==> images/layer_met1.png <==
Bar = 20 um. Supply wires on this layer in gray.
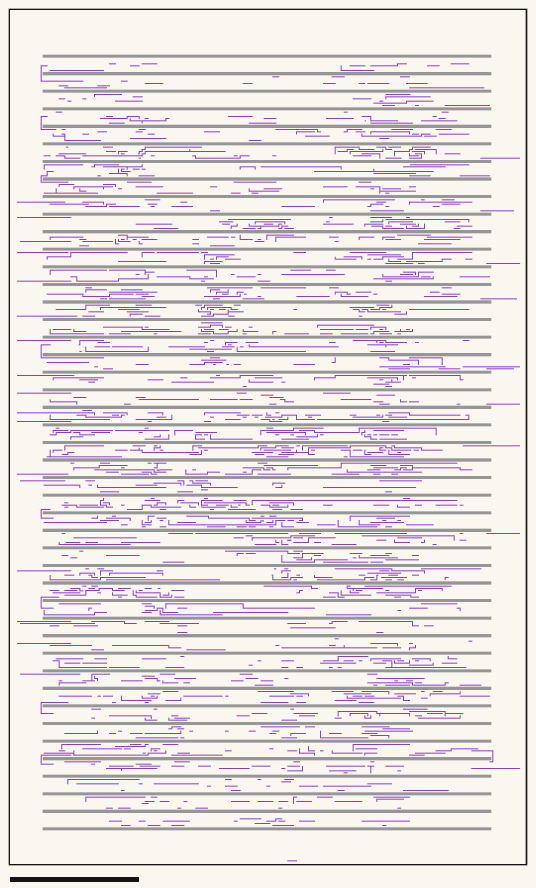
==> images/layer_met2.png <==
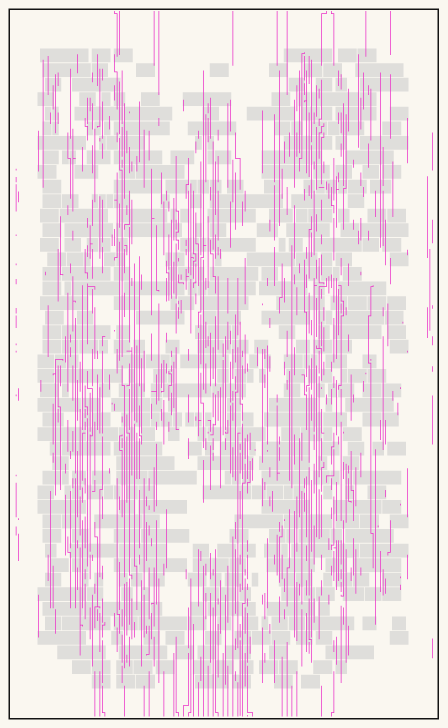
**src/rtl/pipeline_hazard_ctrl_if.sv**
```systemverilog
`default_nettype none
// +----------------------------------------------------------------------+
// | Module  : pipeline_hazard_ctrl_if                                    |
// | Brief   : Pipeline-status inputs and stall/flush controls bundle.    |
// | Rev     : 1.0  initial release                                       |
// +----------------------------------------------------------------------+
interface pipeline_hazard_ctrl_if #(
  parameter int REG_ADDR_W = 5,
  parameter int CNT_W      = 32
);
  logic [REG_ADDR_W-1:0] id_rs1;
  logic [REG_ADDR_W-1:0] id_rs2;
  logic                  id_rs1_used;
  logic                  id_rs2_used;
  logic [REG_ADDR_W-1:0] ex_rd;
  logic                  ex_mem_read;
  logic                  ex_branch_taken;
  logic                  mem_req;
  logic                  mem_ready;
  logic                  halt_req;
  logic                  resume_req;

  logic                  stall_pc;
  logic                  stall_if_id;
  logic                  stall_id_ex;
  logic                  stall_ex_mem;
  logic                  flush_if_id;
  logic                  flush_id_ex;
  logic                  flush_mem_wb;
  logic                  halted;
  logic                  fault;
  logic [CNT_W-1:0]      stall_cnt;
  logic [CNT_W-1:0]      flush_cnt;

  modport master (
    output id_rs1, id_rs2, id_rs1_used, id_rs2_used, ex_rd, ex_mem_read,
           ex_branch_taken, mem_req, mem_ready, halt_req, resume_req,
    input  stall_pc, stall_if_id, stall_id_ex, stall_ex_mem, flush_if_id,
           flush_id_ex, flush_mem_wb, halted, fault, stall_cnt, flush_cnt
  );

  modport slave (
    input  id_rs1, id_rs2, id_rs1_used, id_rs2_used, ex_rd, ex_mem_read,
           ex_branch_taken, mem_req, mem_ready, halt_req, resume_req,
    output stall_pc, stall_if_id, stall_id_ex, stall_ex_mem, flush_if_id,
           flush_id_ex, flush_mem_wb, halted, fault, stall_cnt, flush_cnt
  );
endinterface
`default_nettype wire

```
**src/rtl/pipeline_hazard_ctrl.sv**
```systemverilog
`default_nettype none
// +----------------------------------------------------------------------+
// | Module  : pipeline_hazard_ctrl                                       |
// | Brief   : Stall/flush controller with halt drain, mem-timeout trap   |
// |           and saturating perf counters.                              |
// | Rev     : 1.0  initial release                                       |
// +----------------------------------------------------------------------+
module pipeline_hazard_ctrl #(
  parameter int REG_ADDR_W   = 5,
  parameter int MEM_TIMEOUT  = 255,
  parameter int DRAIN_CYCLES = 4,
  parameter int CNT_W        = 32
) (
  input  logic                   clk,
  input  logic                   rst_n,
  pipeline_hazard_ctrl_if.slave  bus
);

  localparam int c_WAIT_W  = $clog2(MEM_TIMEOUT);
  localparam int c_DRAIN_W = $clog2(DRAIN_CYCLES + 1);

  localparam logic [c_WAIT_W-1:0]  c_WAIT_LAST  = c_WAIT_W'(MEM_TIMEOUT - 1);
  localparam logic [c_WAIT_W-1:0]  c_WAIT_ONE   = c_WAIT_W'(1);
  localparam logic [c_DRAIN_W-1:0] c_DRAIN_INIT = c_DRAIN_W'(DRAIN_CYCLES);
  localparam logic [c_DRAIN_W-1:0] c_DRAIN_ONE  = c_DRAIN_W'(1);
  localparam logic [CNT_W-1:0]     c_CNT_ONE    = CNT_W'(1);

  localparam logic [1:0] c_ST_RUN    = 2'd0;
  localparam logic [1:0] c_ST_DRAIN  = 2'd1;
  localparam logic [1:0] c_ST_HALTED = 2'd2;
  localparam logic [1:0] c_ST_FAULT  = 2'd3;

  logic [1:0]           r_state;
  logic [c_WAIT_W-1:0]  r_wait_cnt;
  logic [c_DRAIN_W-1:0] r_drain_cnt;
  logic [CNT_W-1:0]     r_stall_cnt;
  logic [CNT_W-1:0]     r_flush_cnt;

  logic [REG_ADDR_W-1:0] w_ex_rd;
  logic w_mw, w_lu, w_br;
  logic w_case1, w_case2, w_case3;
  logic w_active;
  logic w_stall_pc, w_stall_if_id, w_stall_id_ex, w_stall_ex_mem;
  logic w_flush_if_id, w_flush_id_ex, w_flush_mem_wb;

  assign w_ex_rd = bus.ex_rd;
  assign w_mw    = bus.mem_req && !bus.mem_ready;
  assign w_lu    = bus.ex_mem_read && (w_ex_rd != '0) &&
                   ((bus.id_rs1_used && (bus.id_rs1 == w_ex_rd)) ||
                    (bus.id_rs2_used && (bus.id_rs2 == w_ex_rd)));
  assign w_br    = bus.ex_branch_taken;

  // Priority: mem wait beats branch beats load-use
  assign w_case1  = w_mw;
  assign w_case2  = !w_mw && w_br;
  assign w_case3  = !w_mw && !w_br && w_lu;
  assign w_active = (r_state == c_ST_RUN) || (r_state == c_ST_DRAIN);

  always_comb begin
    w_stall_pc     = 1'b0;
    w_stall_if_id  = 1'b0;
    w_stall_id_ex  = 1'b0;
    w_stall_ex_mem = 1'b0;
    w_flush_if_id  = 1'b0;
    w_flush_id_ex  = 1'b0;
    w_flush_mem_wb = 1'b0;
    case (r_state)
      c_ST_RUN, c_ST_DRAIN: begin
        w_stall_pc     = w_case1 || w_case3;
        w_stall_if_id  = w_case1 || w_case3;
        w_stall_id_ex  = w_case1;
        w_stall_ex_mem = w_case1;
        w_flush_mem_wb = w_case1;
        w_flush_if_id  = w_case2;
        w_flush_id_ex  = w_case2 || w_case3;
        if (r_state == c_ST_DRAIN) begin
          // Draining: keep the PC frozen and squash fetches unless IF/ID is held
          w_stall_pc    = !w_case2;
          w_flush_if_id = !(w_case1 || w_case3);
        end
      end
      c_ST_HALTED: begin
        w_stall_pc    = 1'b1;
        w_flush_if_id = 1'b1;
      end
      default: begin
        w_stall_pc     = 1'b1;
        w_stall_if_id  = 1'b1;
        w_stall_id_ex  = 1'b1;
        w_stall_ex_mem = 1'b1;
        w_flush_mem_wb = 1'b1;
      end
    endcase
  end

  assign bus.stall_pc     = w_stall_pc     && rst_n;
  assign bus.stall_if_id  = w_stall_if_id  && rst_n;
  assign bus.stall_id_ex  = w_stall_id_ex  && rst_n;
  assign bus.stall_ex_mem = w_stall_ex_mem && rst_n;
  assign bus.flush_if_id  = w_flush_if_id  && rst_n;
  assign bus.flush_id_ex  = w_flush_id_ex  && rst_n;
  assign bus.flush_mem_wb = w_flush_mem_wb && rst_n;
  assign bus.halted       = (r_state == c_ST_HALTED);
  assign bus.fault        = (r_state == c_ST_FAULT);
  assign bus.stall_cnt    = r_stall_cnt;
  assign bus.flush_cnt    = r_flush_cnt;

  always_ff @(posedge clk or negedge rst_n) begin
    if (!rst_n) begin
      r_state     <= c_ST_RUN;
      r_wait_cnt  <= '0;
      r_drain_cnt <= '0;
    end else begin
      case (r_state)
        c_ST_RUN, c_ST_DRAIN: begin
          if (w_mw) begin
            if (r_wait_cnt == c_WAIT_LAST) begin
              r_state <= c_ST_FAULT;
            end else begin
              r_wait_cnt <= r_wait_cnt + c_WAIT_ONE;
            end
          end else begin
            r_wait_cnt <= '0;
            if ((r_state == c_ST_RUN) && bus.halt_req) begin
              r_state     <= c_ST_DRAIN;
              r_drain_cnt <= c_DRAIN_INIT;
            end else if ((r_state == c_ST_DRAIN) && !w_case3) begin
              if (r_drain_cnt == c_DRAIN_ONE) begin
                r_state <= c_ST_HALTED;
              end else begin
                r_drain_cnt <= r_drain_cnt - c_DRAIN_ONE;
              end
            end
          end
        end
        c_ST_HALTED: begin
          r_wait_cnt <= '0;
          if (bus.resume_req) begin
            r_state <= c_ST_RUN;
          end
        end
        default: begin
          r_state <= c_ST_FAULT;
        end
      endcase
    end
  end

  always_ff @(posedge clk or negedge rst_n) begin
    if (!rst_n) begin
      r_stall_cnt <= '0;
      r_flush_cnt <= '0;
    end else if (w_active) begin
      if (w_stall_pc && (r_stall_cnt != '1)) begin
        r_stall_cnt <= r_stall_cnt + c_CNT_ONE;
      end
      if (w_case2 && (r_flush_cnt != '1)) begin
        r_flush_cnt <= r_flush_cnt + c_CNT_ONE;
      end
    end
  end

endmodule
`default_nettype wire

```
**src/flat_wrapper.sv**
```systemverilog
// flat-port wrapper written by rule: the top's interface ports become plain ports
module pipeline_hazard_ctrl_flat 
#(
  parameter int REG_ADDR_W   = 5,
  parameter int MEM_TIMEOUT  = 255,
  parameter int DRAIN_CYCLES = 4,
  parameter int CNT_W        = 32
)
  (clk, rst_n, bus_id_rs1, bus_id_rs2, bus_id_rs1_used, bus_id_rs2_used, bus_ex_rd, bus_ex_mem_read, bus_ex_branch_taken, bus_mem_req, bus_mem_ready, bus_halt_req, bus_resume_req, bus_stall_pc, bus_stall_if_id, bus_stall_id_ex, bus_stall_ex_mem, bus_flush_if_id, bus_flush_id_ex, bus_flush_mem_wb, bus_halted, bus_fault, bus_stall_cnt, bus_flush_cnt);
  pipeline_hazard_ctrl_if #(.REG_ADDR_W(REG_ADDR_W), .CNT_W(CNT_W)) bus_i ();
  input  logic clk;
  input  logic rst_n;
  input wire logic [$bits(bus_i.id_rs1)-1:0] bus_id_rs1;
  input wire logic [$bits(bus_i.id_rs2)-1:0] bus_id_rs2;
  input wire logic [$bits(bus_i.id_rs1_used)-1:0] bus_id_rs1_used;
  input wire logic [$bits(bus_i.id_rs2_used)-1:0] bus_id_rs2_used;
  input wire logic [$bits(bus_i.ex_rd)-1:0] bus_ex_rd;
  input wire logic [$bits(bus_i.ex_mem_read)-1:0] bus_ex_mem_read;
  input wire logic [$bits(bus_i.ex_branch_taken)-1:0] bus_ex_branch_taken;
  input wire logic [$bits(bus_i.mem_req)-1:0] bus_mem_req;
  input wire logic [$bits(bus_i.mem_ready)-1:0] bus_mem_ready;
  input wire logic [$bits(bus_i.halt_req)-1:0] bus_halt_req;
  input wire logic [$bits(bus_i.resume_req)-1:0] bus_resume_req;
  output wire logic [$bits(bus_i.stall_pc)-1:0] bus_stall_pc;
  output wire logic [$bits(bus_i.stall_if_id)-1:0] bus_stall_if_id;
  output wire logic [$bits(bus_i.stall_id_ex)-1:0] bus_stall_id_ex;
  output wire logic [$bits(bus_i.stall_ex_mem)-1:0] bus_stall_ex_mem;
  output wire logic [$bits(bus_i.flush_if_id)-1:0] bus_flush_if_id;
  output wire logic [$bits(bus_i.flush_id_ex)-1:0] bus_flush_id_ex;
  output wire logic [$bits(bus_i.flush_mem_wb)-1:0] bus_flush_mem_wb;
  output wire logic [$bits(bus_i.halted)-1:0] bus_halted;
  output wire logic [$bits(bus_i.fault)-1:0] bus_fault;
  output wire logic [$bits(bus_i.stall_cnt)-1:0] bus_stall_cnt;
  output wire logic [$bits(bus_i.flush_cnt)-1:0] bus_flush_cnt;
  assign bus_i.id_rs1 = bus_id_rs1;
  assign bus_i.id_rs2 = bus_id_rs2;
  assign bus_i.id_rs1_used = bus_id_rs1_used;
  assign bus_i.id_rs2_used = bus_id_rs2_used;
  assign bus_i.ex_rd = bus_ex_rd;
  assign bus_i.ex_mem_read = bus_ex_mem_read;
  assign bus_i.ex_branch_taken = bus_ex_branch_taken;
  assign bus_i.mem_req = bus_mem_req;
  assign bus_i.mem_ready = bus_mem_ready;
  assign bus_i.halt_req = bus_halt_req;
  assign bus_i.resume_req = bus_resume_req;
  assign bus_stall_pc = bus_i.stall_pc;
  assign bus_stall_if_id = bus_i.stall_if_id;
  assign bus_stall_id_ex = bus_i.stall_id_ex;
  assign bus_stall_ex_mem = bus_i.stall_ex_mem;
  assign bus_flush_if_id = bus_i.flush_if_id;
  assign bus_flush_id_ex = bus_i.flush_id_ex;
  assign bus_flush_mem_wb = bus_i.flush_mem_wb;
  assign bus_halted = bus_i.halted;
  assign bus_fault = bus_i.fault;
  assign bus_stall_cnt = bus_i.stall_cnt;
  assign bus_flush_cnt = bus_i.flush_cnt;
  pipeline_hazard_ctrl #(.REG_ADDR_W(REG_ADDR_W), .MEM_TIMEOUT(MEM_TIMEOUT), .DRAIN_CYCLES(DRAIN_CYCLES), .CNT_W(CNT_W)) u_core (.clk(clk), .rst_n(rst_n), .bus(bus_i));
endmodule
```
**config.mk**
```make
export PLATFORM = sky130hd
export DESIGN_NAME = pipeline_hazard_ctrl_flat
export DESIGN_NICKNAME = d
export VERILOG_FILES = /design/src/rtl/pipeline_hazard_ctrl_if.sv /design/src/rtl/pipeline_hazard_ctrl.sv /design/src/flat_wrapper.sv
export SDC_FILE = /design/constraint.sdc
export NUM_CORES = 1
export LEC_CHECK = 0
export ABC_AREA = 0
export CAP_MARGIN = 20
export CORE_ASPECT_RATIO = 1.75
export CORE_MARGIN = 5
export CORE_UTILIZATION = 50
export DETAILED_ROUTE_END_ITERATION = 8
export PLACE_DENSITY_LB_ADDON = 0.12
export SYNTH_ARGS = -nofsm -noshare
export SYNTH_HDL_FRONTEND = slang
export SYNTH_SLANG_ARGS = --single-unit
```
**constraint.sdc**
```tcl
create_clock -name clk -period 2.8 [get_ports clk]
set_input_delay 0.28 -clock clk [delete_from_list [all_inputs] [get_ports clk]]
set_output_delay 0.28 -clock clk [all_outputs]
set_load 0.03 [all_outputs]
```
==> results.txt <==
Notes on the physical design

The number of buffers and inverters on the critical path is 2. The aoi/oai-family share of the synthesized area is 5.42%. The net count reported at finish is around 540. For this run, the detailed router reports a per-instance via density of 5.42. Clock tree synthesis selected as its root buffer the cell clkbuf_16.

The met2 usage is between 30% and 40%. In the per-layer summary, the met1 wirelength comes to 3940 um. The flow ran to the end, and the final reports show no timing, DRC or antenna violations.

The effective utilization at floorplan is 51.4%. The number of antenna-violating nets in the routed design is 0. The placement summary gives the final routability congestion estimate as roughly 0.88. The registers of the reported paths see a clock transition of 0.06 ns. Per the detailed-route log, wirelength across all metal layers totals about 10000 um. The design has between 70 and 80 sequential cells. The area fraction of the largest cell type after synthesis is 45.1%. The synthesized design contains 77 register bits. The number of sinks handled by clock tree synthesis is 77. Entering global routing, the biggest net connects 63 pins. Hold is met by 0.367 ns. The count of multi-input gates is 305. The fraction of area in registers is 33.7%. Per STA, the highest per-stage delay on the worst path measures 0.53 ns.

Port buffering added ~97 buffers. The script extracted a total leakage power of between 2 and 2.5 nW. The chip occupies 10600 um^2.

The instance count of the mapped netlist is 404. After legalization and detailed placement, the total HPWL measured around 7600 um. The number of antenna violations at the first check in global routing was 0. Measured on the final layout, buffering overhead outside the clock network stands at 18.5%.

In the detailed route, the total length drawn on met3 is 469 um. The via count of the first global-routing pass is between 3000 and 4000. The antenna diode count is 0. The cell-internal power is 2.66 mW.

For met3 alone, demand over resource in global routing was 4.51%. Measured in cells, the most critical reg-to-reg path has a length of 7. The path type of the worst min-delay path is input pin to async pin. The main combinational cell family by area after synthesis is simple AND/OR/NAND/NOR gates. Combinational cells consume a total of 1.36 mW. The number of cell instances after yosys synthesis is 404. The final-report max-slew violation count is 0. The count of endpoints failing hold in the final timing report is 0. The sum of overflow across all layers after global routing is 0. The data arrival time reported for the critical path is ~2.3 ns. Looking at the area split, the leading class of cells is multi-input combinational cells. The switching share of power is roughly a third. The cell area after placement is 5360 um^2. Per report_power, the clock group accounts for 32.2% of the total. The max-slew headroom at the worst pin is 47.4%. The cell type group with the largest total delay on the critical path is simple AND/OR/NAND/NOR gates. Cells fill 68.8% of the core in the end. Setup repair after global routing left no endpoint under its margin. Of all cell types, the one taking the most synthesized area is dfrtp_1. The global router reports that the layer with the highest usage is met2. The critical path is of the input pin to output pin type. The synthesis-to-layout area growth is 33.9%.

The post-cts hold buffer count is 1. For reference, the top cells by count after synthesis are 77 x dfrtp_1, 62 x xnor2_1, 31 x nor2_1. The sort of element at the end of the critical path is an output pin. The total negative slack for setup checks is 0 ns. The number of rows in the core area is 44. The switching power of the nets is 1.41 mW.

The maximum vdd ir drop is 448 uV. The yosys synthesis warning count is 0. The cell total after placement is 616. The number of filler cells placed in the layout is 648.

The capture point of the worst reg-to-reg path is u_core.bus.stall_cnt[15]$_DFFE_PN0P_. The clock latency reported for the late side of the worst-skew pair is 0.33 ns. Once iteration 0 of detailed routing completed, the report listed approximately 120 DRC markers.

The total track usage is 20.2%. The area inside the core boundary is around 8300 um^2. The number of gates resized after CTS is 1.

Setup slack closes at 0.240 ns. The actual transition at the worst max-transition pin is 0.788 ns. The detailed router reports a met2 wire length of 5440 um. The clock period could shrink to about 2.6 ns. Per the post-synthesis stats, the area per cell is 10.6 um^2. Signal routing reaches up to met4. The proportion of synthesized area in mux cells is 0.762%.

In the post-synthesis netlist, the biggest area contributors are dfrtp_1 45%, xnor2_1 13%, nand4_1 4.2%. The parity-gate share of the synthesized area counting xor and xnor cells is 15.4%.
-- layer_met1.png (at the start) --
main direction	horizontal
nets with wire on the layer	489
share of all routed wire	39%
wire length on this layer	3940 um
longest straight run	31.7 um

-- layer_met2.png (at the start) --
nets with wire on the layer	487
wire length on this layer	5440 um
longest straight run	45.2 um
main direction	vertical

Power is estimated from default activity; no workload was simulated.
